==> images/port_trees.png <==
Drawn at 2 px/µm.
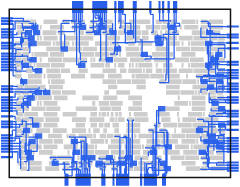
==> images/layers.png <==
Drawn at 4 px/µm. Two of the layers only.
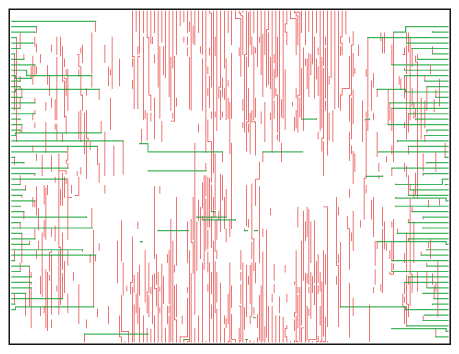
==> images/sizing.png <==
Drawn at 4 px/µm.
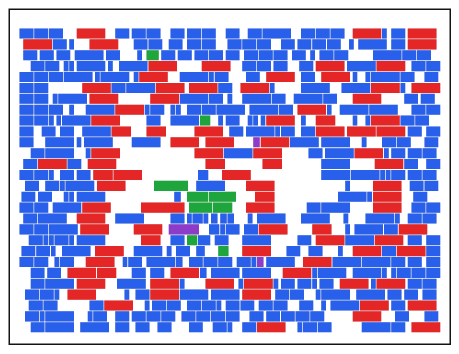
==> images/pinout.png <==
Drawn at 4 px/µm. Pins as bars across the die edge, other pins in grey.
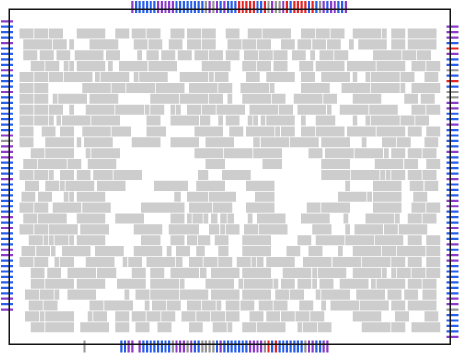
==> images/placed.png <==
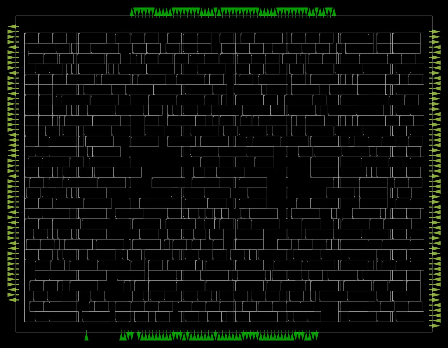
--- config.mk ---
export PLATFORM = sky130hd
export DESIGN_NAME = f9pcap_tx_arbiter_flat
export DESIGN_NICKNAME = d
export VERILOG_FILES = /design/src/rtl/f9pcap_tx_arbiter_pkg.sv /design/src/rtl/f9pcap_tx_arbiter_if.sv /design/src/rtl/f9pcap_rr_pick.sv /design/src/rtl/f9pcap_tx_arbiter.sv /design/src/flat_wrapper.sv
export SDC_FILE = /design/constraint.sdc
export NUM_CORES = 1
export LEC_CHECK = 0
export CAP_MARGIN = 20
export CORE_ASPECT_RATIO = 0.75
export CORE_MARGIN = 2
export CORE_UTILIZATION = 33
export CTS_BUF_LIST = sky130_fd_sc_hd__clkbuf_8
export DETAILED_ROUTE_END_ITERATION = 6
export GPL_ROUTABILITY_DRIVEN = 0
export GPL_TIMING_DRIVEN = 1
export PLACE_DENSITY = 0.82
export SLEW_MARGIN = 5
export SYNTH_ARGS = -nofsm -noshare
export SYNTH_HDL_FRONTEND = slang
export SYNTH_SLANG_ARGS = --single-unit
--- constraint.sdc ---
create_clock -name clk_in -period 1.6 [get_ports clk_in]
set_input_delay 0.24 -clock clk_in [delete_from_list [all_inputs] [get_ports clk_in]]
set_output_delay 0.24 -clock clk_in [all_outputs]
set_load 0.1 [all_outputs]
--- src/rtl/f9pcap_tx_arbiter_pkg.sv ---
// Shared types and helpers for the f9pcap TX arbiter: FSM state encoding and grant width.
package f9pcap_tx_arbiter_pkg;

    typedef enum logic {
        StIdle = 1'b0,
        StPass = 1'b1
    } state_e;

    // Index width for a port number; never narrower than one bit.
    function automatic int unsigned grant_width(input int unsigned num_ports);
        return (num_ports > 1) ? $clog2(num_ports) : 1;
    endfunction

endpackage

--- src/rtl/f9pcap_tx_arbiter_if.sv ---
// Bundle of per-source request lanes, serdes pause and the shared MAC TX output stream.
interface f9pcap_tx_arbiter_if #(
    parameter int unsigned NUM_PORTS  = 2,
    parameter int unsigned DATA_WIDTH = 64,
    parameter int unsigned KEEP_WIDTH = DATA_WIDTH / 8
) ();
    import f9pcap_tx_arbiter_pkg::*;

    localparam int unsigned GW = grant_width(NUM_PORTS);

    logic [NUM_PORTS-1:0]            s_valid_in;
    logic [NUM_PORTS*DATA_WIDTH-1:0] s_data_in;
    logic [NUM_PORTS*KEEP_WIDTH-1:0] s_keep_in;
    logic [NUM_PORTS-1:0]            s_last_in;
    logic [NUM_PORTS-1:0]            s_ready_out;
    logic                            tx_pause_in;
    logic                            o_valid_out;
    logic [DATA_WIDTH-1:0]           o_data_out;
    logic [KEEP_WIDTH-1:0]           o_keep_out;
    logic                            o_last_out;
    logic [GW-1:0]                   grant_out;

    // Driver side: frame FIFOs plus the serdes pause, consuming the MAC stream.
    modport master (
        output s_valid_in, s_data_in, s_keep_in, s_last_in, tx_pause_in,
        input  s_ready_out, o_valid_out, o_data_out, o_keep_out, o_last_out, grant_out
    );

    // Arbiter side.
    modport slave (
        input  s_valid_in, s_data_in, s_keep_in, s_last_in, tx_pause_in,
        output s_ready_out, o_valid_out, o_data_out, o_keep_out, o_last_out, grant_out
    );

endinterface

--- src/rtl/f9pcap_rr_pick.sv ---
// Combinational rotating-priority picker: first set request at or after ptr_i, modulo NUM_PORTS.
module f9pcap_rr_pick import f9pcap_tx_arbiter_pkg::*; #(
    parameter int unsigned NUM_PORTS = 2,
    parameter int unsigned GW        = grant_width(NUM_PORTS)
) (
    input  logic [NUM_PORTS-1:0] req_i,
    input  logic [GW-1:0]        ptr_i,
    output logic                 any_o,
    output logic [GW-1:0]        idx_o
);

    localparam int unsigned SW = GW + 1;
    localparam logic [SW-1:0] NumPortsW = SW'(NUM_PORTS);

    logic [NUM_PORTS-1:0] req_rot;
    logic [GW-1:0]        off;
    logic [SW-1:0]        sum;

    // Bit i of req_rot is the request of port (ptr_i + i) mod NUM_PORTS.
    assign req_rot = NUM_PORTS'({req_i, req_i} >> ptr_i);

    always_comb begin
        any_o = 1'b0;
        off   = '0;
        for (int i = NUM_PORTS - 1; i >= 0; i--) begin
            if (req_rot[i]) begin
                any_o = 1'b1;
                off   = GW'(i);
            end
        end
    end

    always_comb begin
        sum = {1'b0, ptr_i} + {1'b0, off};
        if (sum >= NumPortsW) begin
            sum = sum - NumPortsW;
        end
        idx_o = sum[GW-1:0];
    end

endmodule

--- src/rtl/f9pcap_tx_arbiter.sv ---
// Frame-granular round-robin arbiter onto one registered MAC TX stream, honouring serdes pause.
// Optional per-port frame / total beat counters when F9PCAP_TX_ARB_STAT_EN is defined.
module f9pcap_tx_arbiter import f9pcap_tx_arbiter_pkg::*; #(
    parameter int unsigned NUM_PORTS  = 2,
    parameter int unsigned DATA_WIDTH = 64,
    parameter int unsigned KEEP_WIDTH = DATA_WIDTH / 8
) (
    input  logic                        clk_in,
    input  logic                        rst_in,
`ifdef F9PCAP_TX_ARB_STAT_EN
    output logic [NUM_PORTS*32-1:0]     stat_frames_out,
    output logic [31:0]                 stat_beats_out,
`endif
    f9pcap_tx_arbiter_if.slave          bus
);

    localparam int unsigned   GW       = grant_width(NUM_PORTS);
    localparam logic [GW-1:0] LastPort = GW'(NUM_PORTS - 1);

    state_e                 state_q, state_d;
    logic [GW-1:0]          rr_ptr_q, rr_ptr_d;
    logic [GW-1:0]          grant_q, grant_d;
    logic                   any_req;
    logic [GW-1:0]          pick;
    logic [NUM_PORTS-1:0]   ready;
    logic                   xfer, xfer_last;
    logic [DATA_WIDTH-1:0]  sel_data;
    logic [KEEP_WIDTH-1:0]  sel_keep;

    logic                   o_valid_q, o_valid_d;
    logic                   o_last_q, o_last_d;
    logic [DATA_WIDTH-1:0]  o_data_q, o_data_d;
    logic [KEEP_WIDTH-1:0]  o_keep_q, o_keep_d;

    f9pcap_rr_pick #(
        .NUM_PORTS (NUM_PORTS),
        .GW        (GW)
    ) u_pick (
        .req_i (bus.s_valid_in),
        .ptr_i (rr_ptr_q),
        .any_o (any_req),
        .idx_o (pick)
    );

    assign sel_data = bus.s_data_in[32'(grant_q) * DATA_WIDTH +: DATA_WIDTH];
    assign sel_keep = bus.s_keep_in[32'(grant_q) * KEEP_WIDTH +: KEEP_WIDTH];

    always_comb begin
        state_d   = state_q;
        rr_ptr_d  = rr_ptr_q;
        grant_d   = grant_q;
        ready     = '0;
        xfer      = 1'b0;
        xfer_last = 1'b0;
        case (state_q)
            StIdle: begin
                if (any_req) begin
                    grant_d = pick;
                    state_d = StPass;
                end
            end
            StPass: begin
                // Pause is combinational so the bubble lands on the gearbox's skipped cycle.
                ready[grant_q] = ~bus.tx_pause_in;
                xfer           = bus.s_valid_in[grant_q] & ~bus.tx_pause_in;
                xfer_last      = xfer & bus.s_last_in[grant_q];
                if (xfer_last) begin
                    rr_ptr_d = (grant_q == LastPort) ? '0 : grant_q + GW'(1);
                    state_d  = StIdle;
                end
            end
            default: state_d = StIdle;
        endcase
    end

    always_comb begin
        o_valid_d = xfer;
        o_last_d  = xfer_last;
        o_data_d  = xfer ? sel_data : '0;
        o_keep_d  = xfer ? sel_keep : '0;
    end

    always_ff @(posedge clk_in) begin
        if (rst_in) begin
            state_q   <= StIdle;
            rr_ptr_q  <= '0;
            grant_q   <= '0;
            o_valid_q <= 1'b0;
            o_last_q  <= 1'b0;
            o_data_q  <= '0;
            o_keep_q  <= '0;
        end else begin
            state_q   <= state_d;
            rr_ptr_q  <= rr_ptr_d;
            grant_q   <= grant_d;
            o_valid_q <= o_valid_d;
            o_last_q  <= o_last_d;
            o_data_q  <= o_data_d;
            o_keep_q  <= o_keep_d;
        end
    end

    // No source may hand over a beat while the truncated frame is being abandoned.
    assign bus.s_ready_out = ready & {NUM_PORTS{~rst_in}};
    assign bus.o_valid_out = o_valid_q;
    assign bus.o_last_out  = o_last_q;
    assign bus.o_data_out  = o_data_q;
    assign bus.o_keep_out  = o_keep_q;
    assign bus.grant_out   = grant_q;

`ifdef F9PCAP_TX_ARB_STAT_EN
    logic [31:0] frames_q [NUM_PORTS];
    logic [31:0] beats_q;

    always_ff @(posedge clk_in) begin
        if (rst_in) begin
            beats_q <= '0;
            for (int p = 0; p < NUM_PORTS; p++) begin
                frames_q[p] <= '0;
            end
        end else begin
            if (xfer) begin
                beats_q <= beats_q + 32'd1;
            end
            if (xfer_last) begin
                frames_q[grant_q] <= frames_q[grant_q] + 32'd1;
            end
        end
    end

    for (genvar p = 0; p < NUM_PORTS; p++) begin : g_stat
        assign stat_frames_out[p*32 +: 32] = frames_q[p];
    end
    assign stat_beats_out = beats_q;
`endif

endmodule

--- src/flat_wrapper.sv ---
// flat-port wrapper written by rule: the top's interface ports become plain ports
module f9pcap_tx_arbiter_flat import f9pcap_tx_arbiter_pkg::*;
#(
    parameter int unsigned NUM_PORTS  = 2,
    parameter int unsigned DATA_WIDTH = 64,
    parameter int unsigned KEEP_WIDTH = DATA_WIDTH / 8
)
  (clk_in, rst_in, bus_s_valid_in, bus_s_data_in, bus_s_keep_in, bus_s_last_in, bus_tx_pause_in, bus_s_ready_out, bus_o_valid_out, bus_o_data_out, bus_o_keep_out, bus_o_last_out, bus_grant_out);
  f9pcap_tx_arbiter_if #(.NUM_PORTS(NUM_PORTS), .DATA_WIDTH(DATA_WIDTH), .KEEP_WIDTH(KEEP_WIDTH)) bus_i ();
  input  logic clk_in;
  input  logic rst_in;
  input wire logic [$bits(bus_i.s_valid_in)-1:0] bus_s_valid_in;
  input wire logic [$bits(bus_i.s_data_in)-1:0] bus_s_data_in;
  input wire logic [$bits(bus_i.s_keep_in)-1:0] bus_s_keep_in;
  input wire logic [$bits(bus_i.s_last_in)-1:0] bus_s_last_in;
  input wire logic [$bits(bus_i.tx_pause_in)-1:0] bus_tx_pause_in;
  output wire logic [$bits(bus_i.s_ready_out)-1:0] bus_s_ready_out;
  output wire logic [$bits(bus_i.o_valid_out)-1:0] bus_o_valid_out;
  output wire logic [$bits(bus_i.o_data_out)-1:0] bus_o_data_out;
  output wire logic [$bits(bus_i.o_keep_out)-1:0] bus_o_keep_out;
  output wire logic [$bits(bus_i.o_last_out)-1:0] bus_o_last_out;
  output wire logic [$bits(bus_i.grant_out)-1:0] bus_grant_out;
  assign bus_i.s_valid_in = bus_s_valid_in;
  assign bus_i.s_data_in = bus_s_data_in;
  assign bus_i.s_keep_in = bus_s_keep_in;
  assign bus_i.s_last_in = bus_s_last_in;
  assign bus_i.tx_pause_in = bus_tx_pause_in;
  assign bus_s_ready_out = bus_i.s_ready_out;
  assign bus_o_valid_out = bus_i.o_valid_out;
  assign bus_o_data_out = bus_i.o_data_out;
  assign bus_o_keep_out = bus_i.o_keep_out;
  assign bus_o_last_out = bus_i.o_last_out;
  assign bus_grant_out = bus_i.grant_out;
  f9pcap_tx_arbiter #(.NUM_PORTS(NUM_PORTS), .DATA_WIDTH(DATA_WIDTH), .KEEP_WIDTH(KEEP_WIDTH)) u_core (.clk_in(clk_in), .rst_in(rst_in), .bus(bus_i));
endmodule
==> notes.md <==
yosys + openroad results -> outcome finished clean, Seq cells post-synth 77, syn nets 410, Yosys cell types 19, Syn Inst Count 259, largest net degree at the start of global routing 42, row count 28, Via density around 4.5, worst-case clock skew 0.00653 ns, initial antenna violation count 0, Mapped Area between 2000 and 3000 µm², synthesized area per cell 10.7 µm², Ant. Diodes 0, # H-tree levels 3, TritonCTS buffer count 9, Worst Setup End Kind output port, vias in the first global route roughly 2.8k, Top cells excl fill/tap clkdlybuf4s50_1, buf_12, dfxtp_1, dpl cells approximately 580, Pins Over Slew Limit 0, yosys warns 0, flop-to-flop setup slack roughly 0.21 ns, cycle use final 97.1%, Worst setup SP type input pin, die footprint 9160 µm², clk sinks about 77, FILL cells 513, max frequency 0.643 GHz, max_cap viols 0, RSZ-0062 raised after global routing no, Synth Seq Share between 50% and 60%, Final Non-Filler Cells 596, Post-DP Area roughly 6000 µm², HPWL after DPL around 7.3 mm, Max transition margin 77.5%, CP Class input pin to output port, most frequent logic cell in the layout clkdlybuf4s50_1, Worst Path Required between 1 and 1.5 ns, HP Class register to register, Root Buffer clkbuf_8, Tmin final 1.55 ns, ys cells 259, Worst Max-Slew Pin Slew 0.336 ns, Max VDD drop between 0.4 and 0.5 mV, Leak roughly 2.4 nW, Worst-Skew Late Latency 0.33 ns, Worst Path Arrival around 1.3 ns, buffer depth of the longest clock path 2, Crit Path Max Fanout 6, first-pass GRT wire length 13.7 mm, Final Power 4.46 mW, drt first-iter violations 50, Initial DRT Pass Iterations 4, TritonCTS clock tree yes, Nets around 640, Yosys Chip Area approximately 2800 µm², total gr overflow 0, OpenROAD warning count 27, P per Cell Area 724 nW/µm², Core Area roughly 8000 µm², layout cells sized above 1 21.2%, # hold bufs at CTS 0, Fin. Hold Viols 0, Setup Buffers After CTS 0, Final Setup Violations 0, fp util 34.6%, Clock transition at path regs 0.07 ns, DRT antenna net count 0, # DRC 0
About port_trees.png:
legend:
  bus_s_data_in:
    colour: blue
    direction: input
    edge: 38 left, 34 right, 30 bottom, 26 top
    end_cells: 64
    buffers: 128
    wire: 2460 µm
number of port buffers: 227
IO Count: 228

About layers.png:
legend:
  M2:
    colour: red
    wire_length: 4730 µm
  M3:
    colour: green
    wire_length: 1080 µm
Total Wirelength: 8.88 mm
routed length per instance: 14.9 µm
total number of vias: 2670
GRT Util Overall: 19.4%

About sizing.png:
legend:
  x6 and larger:
    colour: red
    cells: 92
    share: 19%
  x2:
    colour: purple
    cells: 3
    share: 0.61%
  x3 and x4:
    colour: green
    cells: 9
    share: 1.8%
  x1 and smaller:
    colour: blue
    cells: 387
    share: 79%
Syn-to-layout area delta: 122%
Signal buffers: 234
final setup margin: 0.0459 ns
design area: 6160 µm²

About pinout.png:
legend:
  bus_s_keep_in:
    colour: red
    pins: 16
    direction: input
    edge: 12 top, 2 right, 2 bottom
  bus_s_data_in:
    colour: blue
    pins: 128
    direction: input
    edge: 38 left, 34 right, 30 bottom, 26 top
  bus_o_data_out:
    colour: purple
    pins: 64
    direction: output
    edge: 18 right, 16 bottom, 15 top, 15 left
all pins by edge: 59 top, 58 right, 57 bottom, 54 left
Die Ht: 83.4 µm
width of the die: 110 µm

About placed.png:
register share of the cell area: 25.1%
final core occ: 76.8%

layer usage:
layer  wire length [µm]  global-route usage (%)  share of wire [%]  vias up
li1                   -                       -                  -     1307
met3               1080                    8.08                 12       12
met1               2920                    18.0                 33     1215
met5                  0                       0                  0        -
met2               4730                    37.0                 53      136
met4                149                    6.90                1.7        0
registers in the layout (all words and copies together), names as in the netlist:
signal and count:
u_core.rr_ptr_q 1, u_core.bus.o_last_out 1, u_core.state_q 1, u_core.bus.o_valid_out 1, u_core.bus.grant_out 1, u_core.bus.o_keep_out 8
u_core.bus.o_data_out 64
synthesized netlist by cell type, drive strengths merged:
| library cell | number | share of area [%] |
|---|---|---|
| o21ai | 2 | 0.36 |
| a21oi | 2 | 0.36 |
| nor2b | 1 | 0.23 |
| nand3 | 1 | 0.18 |
| mux2 | 1 | 0.54 |
| inv | 3 | 0.41 |
| dfxtp | 77 | 56 |
| o211ai | 1 | 0.27 |
| nor2 | 74 | 10 |
| nand3b | 1 | 0.27 |
| nand2b | 1 | 0.23 |
| a211oi | 1 | 0.27 |
| nor3 | 2 | 0.36 |
| buf | 17 | 4.0 |
| nor3b | 1 | 0.27 |
| mux2i | 73 | 26 |
| nand4b | 1 | 0.32 |
worst max-delay path, stage by stage:
cell and delay (ns):
clkdlybuf4s50_1 0.57, nor3b_4 0.29, buf_12 0.20
report_power, final:
| group | switching [mW] | internal, mW |
|---|---|---|
| registers | 0.0356 | 1.95 |
| logic | 0.486 | 0.587 |
| clock network | 0.650 | 0.747 |
| total | 1.17 | 3.29 |
worst paths after layout:
kind / from / end / cells past startpoint
max: rst_in / bus_s_ready_out[1] / 3
min: u_core.rr_ptr_q$_SDFFE_PP0P_ / u_core.rr_ptr_q$_SDFFE_PP0P_ / 2
max reg2reg: u_core.bus.grant_out$_SDFFE_PP0P_ / u_core.state_q$_SDFF_PP0_ / 4
min reg2reg: u_core.rr_ptr_q$_SDFFE_PP0P_ / u_core.rr_ptr_q$_SDFFE_PP0P_ / 2
through the flow:
stage / hold slack (ns) / setup slack (ns) / TNS [ns]
floorplan: 0.299 / -0.457 / -0.776
global placement: 0.463 / -0.00590 / -0.00590
detailed placement: 0.484 / -0.0587 / -2.45
CTS: 0.495 / 0.0180 / 0
global route: 0.501 / 0.00138 / 0
finish: 0.505 / 0.0459 / 0
repair_timing:
action / in CTS / in global routing
setup endpoints to repair: 1 / 1
endpoints found under the hold margin: 0 / 0
resized: 1 / 2
layout make-up:
type / instances / area (µm²) / area share [%]
clock buffer: 10 / 138 / 2.23
clock inverter: 5 / 52.6 / 0.852
inverter: 3 / 11.3 / 0.183
multi-input combinational: 162 / 1140 / 18.5
sequential: 77 / 1550 / 25.1
tap: 105 / 131 / 2.13
timing repair buffer: 234 / 3150 / 51.0
cells by family after synthesis:
logic type | synth area share (%)
AOI/OAI and AO/OA | 1.26
buffers and inverters | 4.42
DFF | 55.6
muxes | 26.9
and+or+nand+nor | 11.9
Power figures rest on the tool's default switching activity, not on a simulated workload.
